### src/rtl/calc_pkg.sv
// Shared types and constants for the calculator key-entry controller.
// Covers the FSM states, key codes, opcodes and the ALU timeout limit.
package calc_pkg;

  localparam int DATA_W = 16;

  localparam logic [2:0] MAX_DIGITS    = 3'd4;
  localparam logic [4:0] TIMEOUT_LIMIT = 5'd16;

  localparam logic [4:0] KEY_DIGIT_MAX = 5'h0F;
  localparam logic [4:0] KEY_ENTER     = 5'h10;
  localparam logic [4:0] KEY_CLEAR     = 5'h11;
  localparam logic [4:0] KEY_OP_FIRST  = 5'h12;
  localparam logic [4:0] KEY_OP_LAST   = 5'h16;

  typedef enum logic [2:0] {
    ST_ENTER_A  = 3'd0,
    ST_ENTER_B  = 3'd1,
    ST_ENTER_OP = 3'd2,
    ST_EXEC     = 3'd3,
    ST_SHOW     = 3'd4
  } state_t;

  typedef enum logic [2:0] {
    OP_K0 = 3'd0,
    OP_K1 = 3'd1,
    OP_K2 = 3'd2,
    OP_K3 = 3'd3,
    OP_K4 = 3'd4
  } opcode_t;

  function automatic logic is_digit(input logic [4:0] k);
    return k <= KEY_DIGIT_MAX;
  endfunction

  function automatic logic is_op(input logic [4:0] k);
    return (k >= KEY_OP_FIRST) && (k <= KEY_OP_LAST);
  endfunction

  // Operator keys map onto opcodes by their offset from the first operator key.
  function automatic opcode_t key_to_opcode(input logic [4:0] k);
    return opcode_t'(3'(k - KEY_OP_FIRST));
  endfunction

endpackage

### src/rtl/calc_entry_ctrl.sv
// Keypad entry controller: collects two hex operands and an operator,
// launches the ALU, waits for its result (with timeout) and shows it.
module calc_entry_ctrl
  import calc_pkg::*;
(
  input  logic              clk,
  input  logic              rst,
  input  logic              key_valid,
  input  logic [4:0]        key_code,
  input  logic [DATA_W-1:0] dato,
  input  logic              alu_done,
  output logic              shift_en,
  output logic              shift_clr,
  output logic [4:0]        digit_out,
  output logic [DATA_W-1:0] opa,
  output logic [DATA_W-1:0] opb,
  output logic [2:0]        opcode,
  output logic              alu_start,
  output logic [2:0]        state,
  output logic [2:0]        digit_cnt,
  output logic              err
);

  state_t            r_state;
  state_t            w_state_nxt;
  logic [2:0]        r_digit_cnt;
  logic [DATA_W-1:0] r_opa;
  logic [DATA_W-1:0] r_opb;
  opcode_t           r_opcode;
  logic              r_alu_start;
  logic              r_err;
  logic [4:0]        r_tmo_cnt;

  logic w_clear;
  logic w_enter;
  logic w_digit;
  logic w_op;
  logic w_entry;
  logic w_shift;
  logic w_tmo_hit;

  assign w_clear   = key_valid && (key_code == KEY_CLEAR);
  assign w_enter   = key_valid && (key_code == KEY_ENTER);
  assign w_digit   = key_valid && is_digit(key_code);
  assign w_op      = key_valid && is_op(key_code);
  assign w_entry   = (r_state == ST_ENTER_A) || (r_state == ST_ENTER_B);
  assign w_shift   = w_digit && w_entry && (r_digit_cnt < MAX_DIGITS);
  // True on the EXEC cycle that would complete the timeout window.
  assign w_tmo_hit = ((r_tmo_cnt + 5'd1) == TIMEOUT_LIMIT);

  always_ff @(posedge clk or negedge rst) begin
    if (!rst) begin
      r_state <= ST_ENTER_A;
    end else begin
      r_state <= w_state_nxt;
    end
  end

  always_comb begin
    w_state_nxt = r_state;
    case (r_state)
      ST_ENTER_A:  if (w_enter) w_state_nxt = ST_ENTER_B;
      ST_ENTER_B:  if (w_enter) w_state_nxt = ST_ENTER_OP;
      ST_ENTER_OP: if (w_op)    w_state_nxt = ST_EXEC;
      ST_EXEC:     if (alu_done || w_tmo_hit) w_state_nxt = ST_SHOW;
      ST_SHOW:     if (w_enter) w_state_nxt = ST_ENTER_A;
      default:     w_state_nxt = ST_ENTER_A;
    endcase
    if (w_clear) w_state_nxt = ST_ENTER_A;
  end

  // Shift-register strobes are combinational so they land in the key cycle.
  always_comb begin
    shift_en  = 1'b0;
    shift_clr = 1'b1;
    if (rst) begin
      shift_en  = w_shift;
      shift_clr = w_clear || (w_enter && w_entry);
    end
  end

  always_ff @(posedge clk or negedge rst) begin
    if (!rst) begin
      r_digit_cnt <= '0;
      r_opa       <= '0;
      r_opb       <= '0;
      r_opcode    <= OP_K0;
      r_alu_start <= 1'b0;
      r_err       <= 1'b0;
      r_tmo_cnt   <= '0;
    end else if (w_clear) begin
      r_digit_cnt <= '0;
      r_opa       <= '0;
      r_opb       <= '0;
      r_opcode    <= OP_K0;
      r_alu_start <= 1'b0;
      r_err       <= 1'b0;
      r_tmo_cnt   <= '0;
    end else begin
      r_alu_start <= 1'b0;
      case (r_state)
        ST_ENTER_A, ST_ENTER_B: begin
          if (w_shift) begin
            r_digit_cnt <= r_digit_cnt + 3'd1;
          end else if (w_enter) begin
            r_digit_cnt <= '0;
            if (r_state == ST_ENTER_A) r_opa <= dato;
            else                       r_opb <= dato;
          end
        end
        ST_ENTER_OP: begin
          if (w_op) begin
            r_opcode    <= key_to_opcode(key_code);
            r_alu_start <= 1'b1;
            r_tmo_cnt   <= '0;
          end
        end
        ST_EXEC: begin
          // A result arriving on the last window cycle still wins over timeout.
          if (alu_done) begin
            r_tmo_cnt <= '0;
          end else if (w_tmo_hit) begin
            r_err     <= 1'b1;
            r_tmo_cnt <= '0;
          end else begin
            r_tmo_cnt <= r_tmo_cnt + 5'd1;
          end
        end
        ST_SHOW: begin
          if (w_enter) r_err <= 1'b0;
        end
        default: begin
          r_tmo_cnt <= '0;
        end
      endcase
    end
  end

  assign digit_out = key_code;
  assign opa       = r_opa;
  assign opb       = r_opb;
  assign opcode    = r_opcode;
  assign alu_start = r_alu_start;
  assign state     = r_state;
  assign digit_cnt = r_digit_cnt;
  assign err       = r_err;

endmodule

### config.mk
export PLATFORM = sky130hd
export DESIGN_NAME = calc_entry_ctrl
export DESIGN_NICKNAME = d
export VERILOG_FILES = /design/src/rtl/calc_pkg.sv /design/src/rtl/calc_entry_ctrl.sv
export SDC_FILE = /design/constraint.sdc
export NUM_CORES = 1
export LEC_CHECK = 0
export CAP_MARGIN = 5
export CORE_ASPECT_RATIO = 0.9
export CORE_MARGIN = 4
export CORE_UTILIZATION = 45
export CTS_CLUSTER_SIZE = 30
export DETAILED_ROUTE_END_ITERATION = 10
export GPL_ROUTABILITY_DRIVEN = 0
export PLACE_DENSITY = 0.79
export SLEW_MARGIN = 40
export SYNTH_ARGS = -nofsm -noshare
export SYNTH_HDL_FRONTEND = slang
export SYNTH_SLANG_ARGS = --single-unit
### constraint.sdc
create_clock -name clk -period 2.25 [get_ports clk]
set_clock_uncertainty 0.05 [all_clocks]
set_input_delay 0.45 -clock clk [delete_from_list [all_inputs] [get_ports clk]]
set_output_delay 0.45 -clock clk [all_outputs]
set_load 0.02 [all_outputs]
==> impl_metrics.ini <==
; generated from flow reports
[status]
status = finished clean

[routing]
top_layer = met4
drt-initial-drc-count = 125
drtAntennaViolNets = 0
wl_per_cell_um = 14.4
wl_met3_um = 208
first_pass_iters = 4

[worst_setup_path]
reg2reg_slack_ns = 0.53
crit_cells = 4
slowest_stage = or4b_4
start_kind = flop
endpoint_kind = output pin

[logic_synthesis]
async_flop_share_pct = 100
ys_seq_share_pct = 54.0
adder_share_pct = 2.25
yosys-top-cells-count = 62 x nand2_1, 48 x dfrtp_1, 39 x o21ai_0
ys_sh_xor_pct = 0
topCombFamilyByArea = simple AND/OR/NAND/NOR gates
ys_sh_mux_pct = 0.450

[floorplan]
die_area_um2 = 6130
die_w_um = 82.1
num_tap_cells = 62

[final_timing]
relSlewSlack_pct = 62.7
post-route-period-util_pct = 97.8

[cells_and_area]
nNonClkBuffers = 97
logic_area_um2 = 927

[cts]
clock.latency.late_pin_ns = 0.30

[power_and_ir_drop]
ir_worst_vdd_mv = 0.517
sequentialPower_w = 0.00130

[grt]
antenna_found_initial = 0

[run]
warning_count = 29
## state kept, by name (all words and copies together) (netlist names)
register / count
state: 3
r_tmo_cnt: 5
digit_cnt: 3
alu_start: 1
opcode: 3
opb: 16
err: 1
opa: 16
## through the flow
| step | instance area, µm² | TNS, ns | setup WS [ns] | total power [W] |
|---|---|---|---|---|
| 5_1_grt | 3280 | -0.0111 | -0.0111 | 0.00352 |
| 4_1_cts | 3280 | -0.0200 | -0.0200 | 0.00335 |
| 3_3_place_gp | 3130 | -3.66 | -0.793 | 0.00267 |
| 2_1_floorplan | 2240 | 0 | 0.00856 | 0.00199 |
| 3_5_place_dp | 3130 | -3.91 | -0.817 | 0.00272 |
| 6_report | 3280 | 0 | 0.0501 | 0.00332 |
I/O nets highlighted:
Bar = 20 µm.
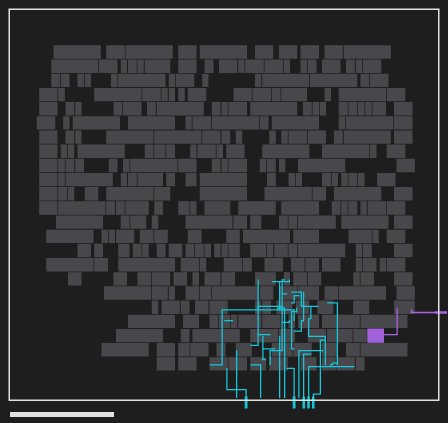
digit_out -> cyan  # direction output, edge south, end cells 0, buffers 13, wire 265 µm
shift_en -> purple  # direction output, edge east, end cells 1, buffers 1, wire 12.7 µm
I/O pin total: 75
port bufs: 74

A small window of the routed layout:
Bar = 10 µm. Window x 8 to 33, y 6 to 31 µm. Cells in gray, sequential cells in the stronger gray; small squares are vias.
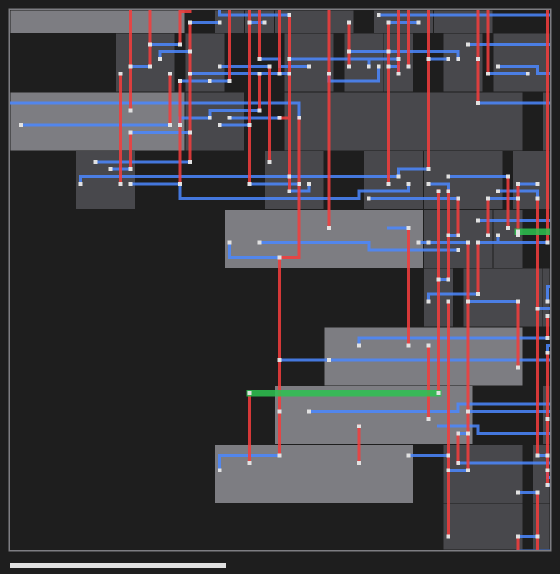
met1 -> blue
met2 -> red
met3 -> green
cells with their middle in the window = 25
netlist names of flops here include = opcode (2)
sequential cells in the window = 5
most frequent = dfrtp_1 (5)

Gate-type map:
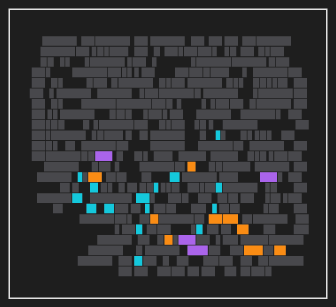
AND and OR gates -> orange  # cells 9
adder and majority cells -> purple  # cells 4
NOR gates -> cyan  # cells 15
Comb area share: 28.3%
Commonest Layout Cell: clkdlybuf4s50_1
Non-Filler Instances: 385

Routing congestion:
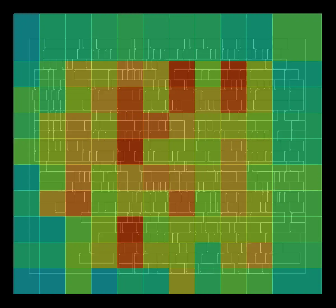
GRT Total Usage: 19.2%
met2 Track Usage GR: 33.0%

Power is estimated from default activity; no workload was simulated.
